### The metal 1 layer, run 1

Supply wires on this layer in gray.
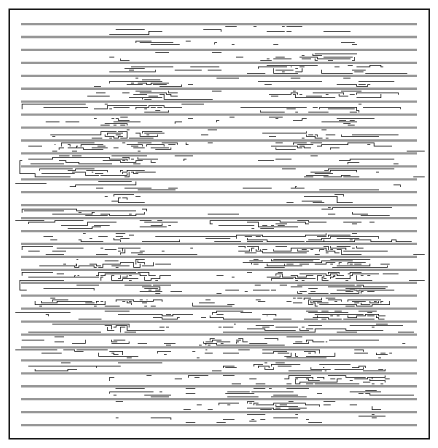
### Signal wires on met2, run 1

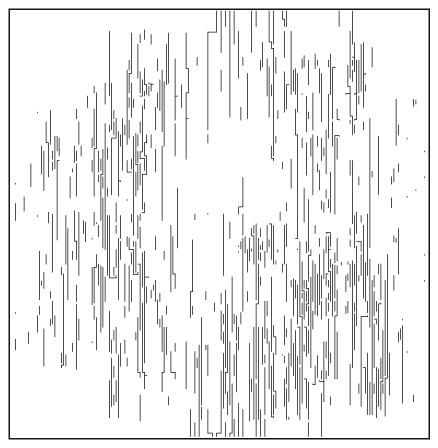
### Met3 routing, run 1

The bar under the picture is 20 um long.
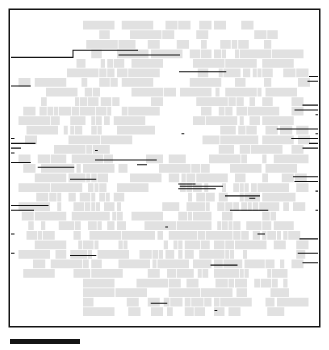
### Signal wires on met4, run 1

Supply wires on this layer in gray.
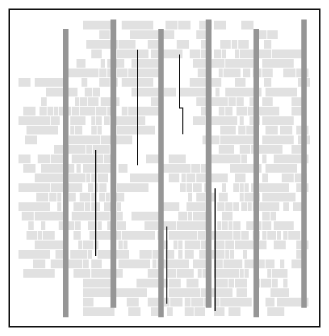
$ cat config.mk
export PLATFORM = sky130hd
export DESIGN_NAME = vga_scroll_timing
export DESIGN_NICKNAME = d
export VERILOG_FILES = /design/src/rtl/vga_scroll_timing.sv
export SDC_FILE = /design/constraint.sdc
export NUM_CORES = 1
export LEC_CHECK = 0
export CAP_MARGIN = 20
export CORE_AREA = 2 2 86 88
export CTS_CLUSTER_DIAMETER = 40
export DETAILED_ROUTE_END_ITERATION = 16
export DIE_AREA = 0 0 88 90
export GPL_TIMING_DRIVEN = 0
export HOLD_SLACK_MARGIN = 0.12
export PLACE_DENSITY = 0.7
export SLEW_MARGIN = 20
export SYNTH_ARGS = -nofsm -noshare
export SYNTH_HDL_FRONTEND = slang
export SYNTH_SLANG_ARGS = --single-unit
$ cat constraint.sdc
create_clock -name vga_clk -period 2.6 [get_ports vga_clk]
set_clock_uncertainty 0.15 [all_clocks]
set_input_delay 0.65 -clock vga_clk [delete_from_list [all_inputs] [get_ports vga_clk]]
set_output_delay 0.65 -clock vga_clk [all_outputs]
set_load 0.03 [all_outputs]
$ cat src/rtl/vga_scroll_timing.sv
// VGA raster timing generator with registered pixel coordinates, syncs, a frame counter
// and a per-frame horizontal scroll offset that only moves during vertical blanking.
module vga_scroll_timing #(
    parameter int H_ACTIVE    = 640,
    parameter int H_FP        = 16,
    parameter int H_SYNC      = 96,
    parameter int H_BP        = 48,
    parameter int V_ACTIVE    = 480,
    parameter int V_FP        = 10,
    parameter int V_SYNC      = 2,
    parameter int V_BP        = 33,
    parameter int SCROLL_WRAP = 500
) (
    input  logic        vga_clk,
    input  logic        reset_n,
    input  logic        scroll_en,
    input  logic [3:0]  scroll_step,
    output logic [9:0]  DrawX,
    output logic [9:0]  DrawY,
    output logic        blank,
    output logic        hs,
    output logic        vs,
    output logic        vblank_start,
    output logic [15:0] frame_count,
    output logic [8:0]  scroll_x
);

    localparam int H_TOTAL = H_ACTIVE + H_FP + H_SYNC + H_BP;
    localparam int V_TOTAL = V_ACTIVE + V_FP + V_SYNC + V_BP;

    localparam logic [9:0] H_LAST   = 10'(H_TOTAL - 1);
    localparam logic [9:0] V_LAST   = 10'(V_TOTAL - 1);
    localparam logic [9:0] H_ACT    = 10'(H_ACTIVE);
    localparam logic [9:0] V_ACT    = 10'(V_ACTIVE);
    localparam logic [9:0] HS_START = 10'(H_ACTIVE + H_FP);
    localparam logic [9:0] HS_END   = 10'(H_ACTIVE + H_FP + H_SYNC);
    localparam logic [9:0] VS_START = 10'(V_ACTIVE + V_FP);
    localparam logic [9:0] VS_END   = 10'(V_ACTIVE + V_FP + V_SYNC);
    localparam logic [9:0] WRAP     = 10'(SCROLL_WRAP);

    logic [9:0]  h_cnt_q, h_cnt_d;
    logic [9:0]  v_cnt_q, v_cnt_d;
    logic [9:0]  draw_x_q, draw_y_q;
    logic        blank_q, hs_q, vs_q, vblank_start_q;
    logic [15:0] frame_count_q, frame_count_d;
    logic [8:0]  scroll_x_q, scroll_x_d;
    logic [9:0]  scroll_sum;

    always_comb begin
        // NOTE: every variable written here gets a default first, so no path can infer a latch.
        h_cnt_d       = h_cnt_q + 10'd1;
        v_cnt_d       = v_cnt_q;
        frame_count_d = frame_count_q + {15'd0, vblank_start_q};
        scroll_sum    = {1'b0, scroll_x_q} + {6'd0, scroll_step};
        scroll_x_d    = scroll_x_q;

        if (h_cnt_q == H_LAST) begin
            h_cnt_d = '0;
            v_cnt_d = (v_cnt_q == V_LAST) ? '0 : v_cnt_q + 10'd1;
        end

        // Scroll only moves while the registered vblank pulse is high, so it is frozen all frame.
        if (vblank_start_q && scroll_en) begin
            scroll_x_d = (scroll_sum >= WRAP) ? 9'(scroll_sum - WRAP) : scroll_sum[8:0];
        end
    end

    always_ff @(posedge vga_clk or negedge reset_n) begin
        if (!reset_n) begin
            h_cnt_q        <= '0;
            v_cnt_q        <= '0;
            draw_x_q       <= '0;
            draw_y_q       <= '0;
            blank_q        <= 1'b0;
            hs_q           <= 1'b1;
            vs_q           <= 1'b1;
            vblank_start_q <= 1'b0;
            frame_count_q  <= '0;
            scroll_x_q     <= '0;
        end else begin
            // NOTE: non-blocking assignments, so every decode below sees the pre-edge counters.
            h_cnt_q        <= h_cnt_d;
            v_cnt_q        <= v_cnt_d;
            draw_x_q       <= h_cnt_q;
            draw_y_q       <= v_cnt_q;
            blank_q        <= (h_cnt_q < H_ACT) && (v_cnt_q < V_ACT);
            hs_q           <= !((h_cnt_q >= HS_START) && (h_cnt_q < HS_END));
            vs_q           <= !((v_cnt_q >= VS_START) && (v_cnt_q < VS_END));
            vblank_start_q <= (h_cnt_q == '0) && (v_cnt_q == V_ACT);
            frame_count_q  <= frame_count_d;
            scroll_x_q     <= scroll_x_d;
        end
    end

    assign DrawX        = draw_x_q;
    assign DrawY        = draw_y_q;
    assign blank        = blank_q;
    assign hs           = hs_q;
    assign vs           = vs_q;
    assign vblank_start = vblank_start_q;
    assign frame_count  = frame_count_q;
    assign scroll_x     = scroll_x_q;

endmodule

==> impl_metrics.tcl, run 1 <==
# yosys + openroad results
set metrics [dict create \
    final_cells 474 \
    stdcell_area_um2 4382 \
    avgRoutedWirePerCell_um 14.17 \
    dieArea_um2 7920 \
    ioPinCount 56 \
    hold_viol 0 \
    portBuffers 55 \
    clk_latency_ns 0.34 \
    grt_max_degree 56 \
    openroad.warnings 32 \
    p_sw_w 0.0004474 \
    ant_nets 0 \
    viasPerCell 5.270 \
    violations "negative setup slack" \
    top_cell "dfrtp_1" \
    yosys-top-cells-count "dfrtp_1, nand2_1, nand3_1, xnor2_1, nor2_1" \
    syn_nets 313 \
    track_usage_pct 18.32 \
    p_per_area_nw_per_um2 505.7 \
    tritoncts "built" \
    reg2reg_setup_slack_ns -0.09 \
    pwr-share-seq_pct 48.4 \
    drive_gt1_share_pct 17.33 \
    ys_types 49 \
    clockBufferDepth 2 \
    layout_setup_ws_ns -0.09136 \
    endpoint "scroll_x[5]" \
    r2r_end "scroll_x[5]" \
    worst_pin_slew_ns 0.7487 \
    vdd_drop_max_mv 0.3546 \
    grt_pass1_vias 2499 \
    worstPathRequired_ns 2.65 \
    fp_util_pct 45.07 \
    dr.pass1.iters 4 \
    grt_antenna_before_repair 0 \
    clock.fmax_mhz 371.6 \
    utilization_pct 62.41 \
    place_congestion 0.8022 \
    xor_area_share_pct 7.750 \
    yosys_cells 293 \
    setup_viol 5 \
    critical_path_class "reg2reg" \
    clkPwrFrac_pct 48.3 \
    slowest_delay_ns 0.57 \
    rsz0062_at_grt "true" \
    pg_clk_w 0.00107 \
    synthArstFlopShare_pct 100.0 \
    numSynthFlops 69 \
    netlist_area_um2 3164 \
    pre_cts_ws_ns -1.200 \
    p_leak_nw 1.907 \
    path_buffers 1 \
    coreArea_um2 7020 \
    endpoint_kind "flop" \
    numCtsBuffers 9 \
    yosys_warnings 0 \
    synth.cellmix.compoundShare_pct 9.925 \
    grt_pass1_wl_um 11500 \
    ys_seq_share_pct 54.65 \
    startpoint_type "flop" \
    rows 31 \
    syn2layout_area_growth_pct 38.47 \
    grt_overflow 0 \
    status "finished, violations left" \
    synth-area-yosys_um2 3164 \
    drt_iter0_markers 41 \
    simple_gate_share_pct 19.02 \
    synth.logic.top_family "simple AND/OR/NAND/NOR gates" \
    edf_count 0 \
    netSwitchingFraction_pct 20.19 \
]
Back to the opening pictures, 'The metal 1 layer':
- share of all routed wire: 44%
- longest straight run: 19.3 um
- main direction: horizontal
routed vias: 2498
DRT Wirelength: 6715 um

Back to the opening pictures, 'Signal wires on met2':
- share of all routed wire: 50%
- wire length on this layer: 3340 um
- longest straight run: 28.2 um

Back to the opening pictures, 'Met3 routing':
- nets with wire on the layer: 39
- share of all routed wire: 4.2%
- longest straight run: 18.4 um
- main direction: horizontal

Back to the opening pictures, 'Signal wires on met4':
- wire length on this layer: 142 um
- main direction: vertical

==> run 1: cell families after synthesis <==
group | after synthesis
multiplexers | 1
AND-OR/OR-AND | 43
adder cells (fa/ha/maj) | 13
buffers and inverters | 24
XOR/XNOR | 28
AND/OR/NAND/NOR | 115
flip-flops | 69
==> run 1: cells in the final DEF (no fill, tap or decap), drive strengths merged, types with 8 or more instances in the layout <==
cell,netlist,routed
xnor2,19,19
xor2,9,9
nand3,20,20
inv,17,18
buf,2,15
dfrtp,67,67
nand4,8,8
o21ai,10,10
and3,10,10
clkbuf,5,16
clkdlybuf4s50,0,50
nor2,18,18
ha,12,12
nand2,28,28
==> run 1: final cells by class <==
cell class	instances	area, um^2
Timing Repair Buffer	67	660.6
Sequential cell	69	1729
Multi-Input combinational cell	200	1531
Inverter	17	63.81
Buffer	6	25.02
Clock inverter	5	106.4
Tap cell	99	123.9
Clock buffer	11	141.4
Fill cell	562	2639
==> run 1: stage by stage <==
step	power [W]	hold slack [ns]	setup TNS, ns
CTS	0.002241	0.2185	-0.4888
finish	0.002216	0.2137	-0.2997
global route	0.002298	0.2309	-0.8925
detailed placement	0.001151	0.2121	-7.216
global placement	0.001146	0.2070	-113.93
floorplan	0.001111	0.2019	-1.996
==> run 1: repair_timing <==
item	CTS	global route
setup endpoints to repair	7	7
pin swaps	22	6
endpoints found under the hold margin	14	0
setup buffers	9	1
hold buffers	1	0
gates resized	32	6
==> run 1: per-layer routing <==
layer	share of wire (%)	vias to the layer above	track usage, %
met5	0	-	0
met4	2.1	0	8.205
met3	4.2	13	4.775
met2	50	58	29.61
met1	44	1223	22.77
li1	-	1204	-
### The clock network, run 1

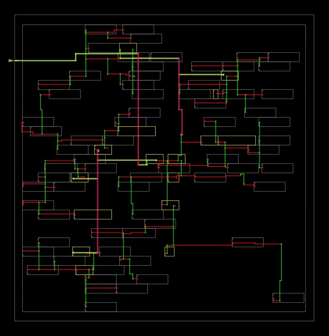

==> inputs of run 2 (changes only) <==
--- a/config.mk
+++ b/config.mk
@@ -6,13 +6,13 @@
 export NUM_CORES = 1
 export LEC_CHECK = 0
 export CAP_MARGIN = 20
-export CORE_AREA = 2 2 86 88
+export CORE_AREA = 2 2 83 85
 export CTS_CLUSTER_DIAMETER = 40
 export DETAILED_ROUTE_END_ITERATION = 16
-export DIE_AREA = 0 0 88 90
+export DIE_AREA = 0 0 85 87
 export GPL_TIMING_DRIVEN = 0
 export HOLD_SLACK_MARGIN = 0.12
-export PLACE_DENSITY = 0.7
+export PLACE_DENSITY = 0.72
 export SLEW_MARGIN = 20
 export SYNTH_ARGS = -nofsm -noshare
 export SYNTH_HDL_FRONTEND = slang
==> constraint.sdc (replaced) <==
create_clock -name vga_clk -period 3 [get_ports vga_clk]
set_clock_uncertainty 0.15 [all_clocks]
set_input_delay 0.75 -clock vga_clk [delete_from_list [all_inputs] [get_ports vga_clk]]
set_output_delay 0.75 -clock vga_clk [all_outputs]
set_load 0.03 [all_outputs]
### The clock network, run 2

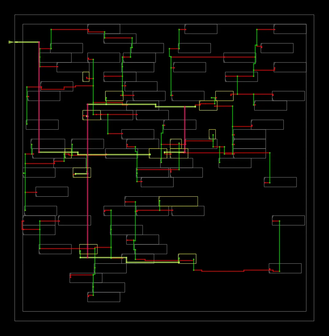
clk sinks: 69
clkbuf count: 9
P_clk: 0.000705 W
Clock Latency Late Sink: 0.34 ns

==> run 2 against run 1 <==
Final cell count decreased by 4.6%; synthesized cell count unchanged; largest power group unchanged; combinational power down 6.3%; the run now ends clean; area after synthesis stayed put; non-clock buffer count down 1; critical path depth rose by 4; critical path type is now in2reg; hold slack got worse by 0.025 ns; utilization is 3.1 points higher.
==> impl_metrics.tcl, run 2 <==
# yosys + openroad results
set metrics [dict create \
    coreArea_um2 6569 \
    comb_area_um2 1564 \
    power_w 0.001704 \
    layout_setup_ws_ns 0.1067 \
    vdd_drop_max_mv 0.3108 \
    numCtsBuffers 9 \
    setup_viol 0 \
    numSynthFlops 69 \
    busiest_layer "met2" \
    worst_pin_slew_ns 0.8095 \
    grt_use_met2_pct 31.89 \
    grt_antenna_before_repair 0 \
    grt_pass1_vias 2390 \
    worstPathRequired_ns 3.06 \
    synth.cellmix.compoundShare_pct 9.925 \
    reg2reg_setup_slack_ns 0.17 \
    yosys-top-cells-count "dfrtp_1, nand2_1, nand3_1, xnor2_1, nor2_1" \
    grt_pass1_wl_um 11090 \
    clockBufferDepth 2 \
    viasPerCell 5.511 \
    stdcell_area_um2 4300 \
    yosys_warnings 0 \
    gr-usage-met3_pct 5.403 \
    edf_count 0 \
    most-common-layout-cells "dfrtp_1, clkdlybuf4s50_1, nand2_1" \
    top_cell "dfrtp_1" \
    utilization_pct 65.47 \
    synthArstFlopShare_pct 100.0 \
    grt_overflow 0 \
    r2r_end "scroll_x[5]" \
    grt_max_degree 38 \
    ys_types 49 \
    fin_setup_tns_ns 0 \
    status "completed" \
    synth.logic.top_family "simple AND/OR/NAND/NOR gates" \
]
==> run 2: cell counts after synthesis <==
Identical to the previous run, type by type.
==> run 2: cell type report <==
type	count	area share, %
flip-flops and latches	69	40.21
repair buffers	66	14.84
multi-input cells	200	36.37
clock inverters	5	1.251
clock buffers	9	2.880
inverters	17	1.542
plain buffers	6	0.5819
well taps	80	2.328
==> run 2: worst min path at each step <==
| stage | startpoint | endpoint | slack [ns] | cells past startpoint |
|---|---|---|---|---|
| 2_1_floorplan | h_cnt_q[5] | DrawX[5] | 0.20 | 0 |
| 3_3_place_gp | h_cnt_q[8] | DrawX[8] | 0.21 | 0 |
| 3_5_place_dp | h_cnt_q[5] | DrawX[5] | 0.21 | 0 |
| 4_1_cts | reset_n | scroll_x[7] | 0.20 | 1 |
| 5_1_grt | reset_n | scroll_x[7] | 0.20 | 1 |
| 6_report | reset_n | scroll_x[7] | 0.19 | 1 |
==> run 2: metal layers <==
layer  vias up  routed length [um]
li1       1186                   -
met1      1233                3023
met2        60                3594
met3        12                 295
met4         0                 131
met5         -                   0
==> run 2: critical path, stage by stage <==
cell and delay [ns]:
clkbuf_2 0.10, ha_4 0.14, inv_2 0.04, fa_2 0.41
xor2_4 0.23, inv_2 0.09, ha_4 0.14, a31oi_4 0.10
a311oi_2 0.34, nor3b_2 0.11, buf_4 0.15, o32ai_2 0.24
o211ai_1 0.11
==> run 2: timing repair <==
| item | in CTS | in global routing |
|---|---|---|
| hold buffers | 0 | 0 |
| endpoints found under the setup margin | 7 | 7 |
| gates resized | 14 | 25 |
| setup buffers | 2 | 8 |
| pin swaps | 7 | 11 |
==> run 2: power by group <==
part	switching [W]	internal [W]	leakage, nW
clock	0.000334	0.000372	0.0947
combinational	0.0000413	0.0000269	0.885
sequential	0	0.000930	0.918
Power and IR drop assume default switching activity.
